**Run 1: layout detail**

Region (20, 26) to (50, 56) um. Cells in gray, sequential cells in the stronger gray; small squares are vias.
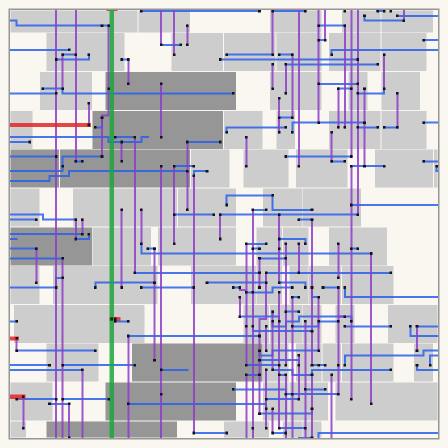
**Run 1: signal wires by layer**

Scale: 4 px per um. Only two layers are drawn.
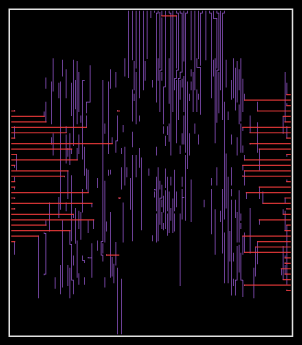
**Run 1: signal metal coverage by tile**

Scale: 3 px per um. 14 x 16 tiles, from dark purple (low) to yellow (high), scaled to the fullest tile. Values are wire area over tile area, all layers added.
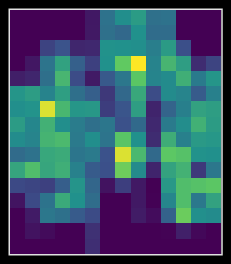
**Run 1: cell outlines without signal wires**

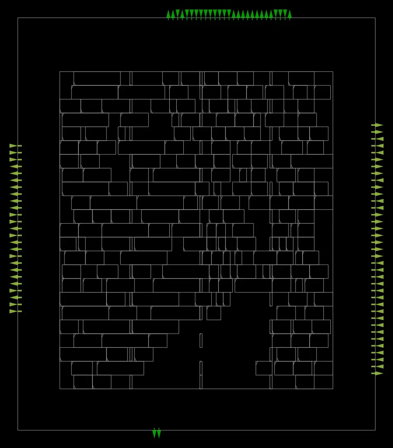
==> config.mk <==
export PLATFORM = sky130hd
export DESIGN_NAME = data_mem_arbiter
export DESIGN_NICKNAME = d
export VERILOG_FILES = /design/src/rtl/data_mem_arbiter.sv
export SDC_FILE = /design/constraint.sdc
export NUM_CORES = 1
export LEC_CHECK = 0
export ABC_CLOCK_PERIOD_IN_PS = 1800
export CAP_MARGIN = 20
export CORE_ASPECT_RATIO = 1.2
export CORE_MARGIN = 8
export CORE_UTILIZATION = 34
export CTS_BUF_LIST = sky130_fd_sc_hd__clkbuf_16
export DETAILED_ROUTE_END_ITERATION = 16
export GPL_ROUTABILITY_DRIVEN = 0
export GPL_TIMING_DRIVEN = 0
export HOLD_SLACK_MARGIN = 0.02
export PLACE_DENSITY = 0.81
export SLEW_MARGIN = 0
export SYNTH_ARGS = -nofsm -noshare
export SYNTH_HDL_FRONTEND = slang
export SYNTH_SLANG_ARGS = --single-unit
export TNS_END_PERCENT = 30
==> constraint.sdc <==
create_clock -name clk -period 1.8 [get_ports clk]
set_input_delay 0.18 -clock clk [delete_from_list [all_inputs] [get_ports clk]]
set_output_delay 0.18 -clock clk [all_outputs]
set_load 0.005 [all_outputs]
==> src/rtl/data_mem_arbiter.sv <==
// Two-requester arbiter in front of a single-port data memory (IDLE -> ACCESS -> ACK).
// Optional build macro ARB_FIXED_PRIO_EN: r0 always wins ties and no last-grant register is kept.
module data_mem_arbiter #(
  parameter int AW = 8,
  parameter int DW = 8
) (
  input  logic          clk,
  input  logic          rst_n,
  input  logic          r0_req,
  input  logic          r0_we,
  input  logic [AW-1:0] r0_addr,
  input  logic [DW-1:0] r0_wdata,
  output logic          r0_gnt,
  output logic          r0_ack,
  output logic [DW-1:0] r0_rdata,
  input  logic          r1_req,
  input  logic          r1_we,
  input  logic [AW-1:0] r1_addr,
  input  logic [DW-1:0] r1_wdata,
  output logic          r1_gnt,
  output logic          r1_ack,
  output logic [DW-1:0] r1_rdata,
  output logic [AW-1:0] mem_read_addr,
  output logic [AW-1:0] mem_write_addr,
  output logic [DW-1:0] mem_write_val,
  output logic          mem_write_enable,
  input  logic [DW-1:0] mem_read_val
);

  // state  | meaning
  // IDLE   | no access in flight, waiting for any request
  // ACCESS | owner drives the memory port for one cycle
  // ACK    | owner receives its one-cycle ack, rdata valid
  typedef enum logic [1:0] {
    S_IDLE   = 2'd0,
    S_ACCESS = 2'd1,
    S_ACK    = 2'd2
  } state_t;

  state_t        r_state;
  logic          r_owner;
  logic [DW-1:0] r_r0_rdata;
  logic [DW-1:0] r_r1_rdata;
  logic          w_tie_pick;
  logic          w_idle_win;
  logic          w_other_req;
  logic          w_access;
  logic          w_ack;
  logic [AW-1:0] w_sel_addr;
  logic [DW-1:0] w_sel_wdata;
  logic          w_sel_we;

`ifdef ARB_FIXED_PRIO_EN
  assign w_tie_pick = 1'b0;
`else
  logic r_last;
  // The requester that was not granted most recently wins a tie.
  assign w_tie_pick = ~r_last;
`endif

  assign w_idle_win  = (r0_req & r1_req) ? w_tie_pick : r1_req;
  assign w_other_req = r_owner ? r0_req : r1_req;

  always_ff @(posedge clk or negedge rst_n) begin
    if (!rst_n) begin
      r_state    <= S_IDLE;
      r_owner    <= 1'b0;
      r_r0_rdata <= '0;
      r_r1_rdata <= '0;
`ifndef ARB_FIXED_PRIO_EN
      r_last     <= 1'b1;
`endif
    end else begin
      case (r_state)
        S_IDLE: begin
          if (r0_req | r1_req) begin
            r_state <= S_ACCESS;
            r_owner <= w_idle_win;
`ifndef ARB_FIXED_PRIO_EN
            r_last  <= w_idle_win;
`endif
          end
        end
        S_ACCESS: begin
          r_state <= S_ACK;
          if (r_owner) r_r1_rdata <= mem_read_val;
          else         r_r0_rdata <= mem_read_val;
        end
        S_ACK: begin
          // Owner's req is ignored here; only the other side can chain straight in.
          if (w_other_req) begin
            r_state <= S_ACCESS;
            r_owner <= ~r_owner;
`ifndef ARB_FIXED_PRIO_EN
            r_last  <= ~r_owner;
`endif
          end else begin
            r_state <= S_IDLE;
          end
        end
        default: r_state <= S_IDLE;
      endcase
    end
  end

  assign w_access    = (r_state == S_ACCESS);
  assign w_ack       = (r_state == S_ACK);
  assign w_sel_addr  = r_owner ? r1_addr  : r0_addr;
  assign w_sel_wdata = r_owner ? r1_wdata : r0_wdata;
  assign w_sel_we    = r_owner ? r1_we    : r0_we;

  assign r0_gnt = w_access & ~r_owner;
  assign r1_gnt = w_access &  r_owner;
  assign r0_ack = w_ack & ~r_owner;
  assign r1_ack = w_ack &  r_owner;

  assign r0_rdata = r_r0_rdata;
  assign r1_rdata = r_r1_rdata;

  assign mem_read_addr    = w_access ? w_sel_addr  : '0;
  assign mem_write_addr   = w_access ? w_sel_addr  : '0;
  assign mem_write_val    = w_access ? w_sel_wdata : '0;
  assign mem_write_enable = w_access & w_sel_we;

endmodule

==> results_dict.tcl, run 1 <==
# flow metrics
set metrics [dict create \
    setup_violations 3 \
    post_synth_cell_types 22 \
    critical_path.endpoint "mem_write_addr[6]" \
    postSynthRegisterBits 20 \
    total_number_of_warnings_across_the_stage_logs 28 \
    cts_max_path_buffers 2 \
    synth_warnings 0 \
    timing.final.crit_period_ns 1.95 \
    setup_total_negative_slack_ns -0.408 \
    drc 0 \
    failed_checks "setup timing" \
    post-cts-setup-buffer-count 4 \
    powerDensity_nw_per_um2 1580 \
    synth-xor-area-share_pct 0 \
    n_sequential_cell 20 \
    switching_share_pct 32.6 \
    grt_use_met1_pct 14.0 \
    status "finished with violations" \
    syn_nets 152 \
    layout_top_cell_excl_fill_tap "sky130_fd_sc_hd__clkdlybuf4s50_1" \
    place_ws_ns -0.0809 \
    r2r.worst_path.cells 5 \
    worst_slack_ns -0.150 \
    clock_edge_transition_at_the_registers_on_the_reported_setup_and_hold_paths_ns 0.05 \
    fp.dieArea_um2 5730 \
]
About 'layout detail':
Key: green = M4; purple = M2; red = M3; blue = M1
Sequential cells in the window: 6. Netlist names of flops here include r1_rdata (3), r_state (2). Most frequent: clkdlybuf4s50_1 (10), dfrtp_1 (6), nor2_1 (5). 61 logic cells have their middle in the window.

About 'signal wires by layer':
Key: purple = M2 [wire length 2,110 um]; red = M3 [wire length 463 um]
Wirelength per Cell: 17.4 um
via total after detailed routing: 1,160
WL final: 4190 um
GRT Overall Usage: 14.0%

About 'signal metal coverage by tile':
The mean over all tiles is 0.12. 22% of the tiles are nearly empty. The densest ninth of the die: middle left. The fullest tile reaches 0.38. The emptiest ninth of the die: bottom center.

About 'cell outlines without signal wires':
count of inserted tapcells: 37
number of fillers in the final layout: 260

==> run 2: changes to the inputs <==
--- a/config.mk
+++ b/config.mk
@@ -5,7 +5,7 @@
 export SDC_FILE = /design/constraint.sdc
 export NUM_CORES = 1
 export LEC_CHECK = 0
-export ABC_CLOCK_PERIOD_IN_PS = 1800
+export ABC_CLOCK_PERIOD_IN_PS = 1900
 export CAP_MARGIN = 20
 export CORE_ASPECT_RATIO = 1.2
 export CORE_MARGIN = 8
==> constraint.sdc (replaced) <==
create_clock -name clk -period 1.9 [get_ports clk]
set_input_delay 0.19 -clock clk [delete_from_list [all_inputs] [get_ports clk]]
set_output_delay 0.19 -clock clk [all_outputs]
set_load 0.005 [all_outputs]
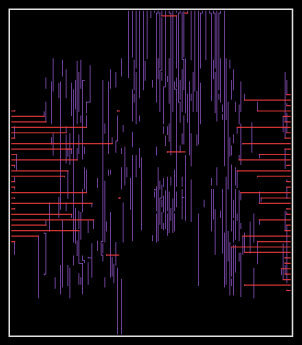
**Above:** run 2 (signal wires by layer).
Scale: 4 px per um. Only two layers are drawn.
Key: red = M3 [wire length 459 um]; purple = M2 [wire length 2,090 um]
via total after detailed routing: 1,166
Wirelength per Cell: 17.5 um
WL final: 4210 um
GRT Overall Usage: 13.8%

==> run 2 against run 1 <==
  * The flow still finishes with violations (setup timing)
  * Register-to-register slack better by 0.10 ns
  * Global-route usage is 0.15 points lower
  * Count of clock-buffer cells in the layout stayed put
  * Critical endpoint unchanged
  * Largest cell class unchanged
==> results_dict.tcl, run 2 <==
# flow metrics
set metrics [dict create \
    status "finished with violations" \
    failed_checks "setup timing" \
    drv_cap 0 \
    dominant_flop_cell "sky130_fd_sc_hd__dfrtp_1" \
    worst_slack_ns -0.0489 \
    core_util_floorplan_pct 35.9 \
    drc 0 \
    post-cts-setup-buffer-count 4 \
    place_ws_ns 0.00906 \
    fin_crit_sh_pct 103 \
    buf_share_pct 46.6 \
    grt.met2_usage_pct 24.8 \
    well_tap_count 37 \
    design_area_um2 2350 \
    syn_nets 152 \
    grt_overflow_total 0 \
    setup_violations 1 \
    synth_warnings 0 \
    clock_edge_transition_at_the_registers_on_the_reported_setup_and_hold_paths_ns 0.05 \
    timing.critical_path.fanout_max 10 \
    layout_top_cell_excl_fill_tap "sky130_fd_sc_hd__clkdlybuf4s50_1" \
    total_number_of_warnings_across_the_stage_logs 28 \
    switching_share_pct 32.1 \
    synth-xor-area-share_pct 0 \
    antenna_cells_inserted 0 \
    clock_buffers 3 \
    powerDensity_nw_per_um2 1490 \
    report.final.slew_viol_count 0 \
    post_synth_cell_types 22 \
    final_net_count 251 \
    wire_length_of_the_first_global_routing_pass_um 6410 \
    met3_length_um 459 \
    biggestCellCategory "non-clock buffers" \
    worst_ep_arrival_time_ns 1.76 \
    setup_total_negative_slack_ns -0.0489 \
    cts_hold_repair.buffers 0 \
    timing.final.crit_period_ns 1.95 \
    grt_use_met1_pct 13.8 \
    clock_cell_area_share_pct 3.35 \
    antenna_left 0 \
    worst_ep_required_time_ns 1.71 \
    r2r.worst_path.cells 5 \
    cts_max_path_buffers 2 \
    ys_area_um2 1210 \
    critical_path.endpoint "mem_write_addr[6]" \
    fp.dieArea_um2 5730 \
    m1WireLength_um 1590 \
]
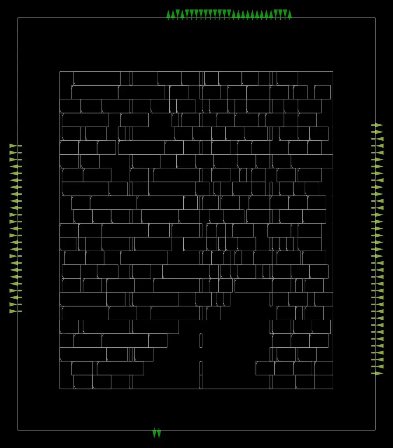
**Above:** run 2 (cell outlines without signal wires).
sequential cells: 20
share of the core filled with cells in the final layout: 69.9%
non-filler cells, final: 241
number of fillers in the final layout: 258

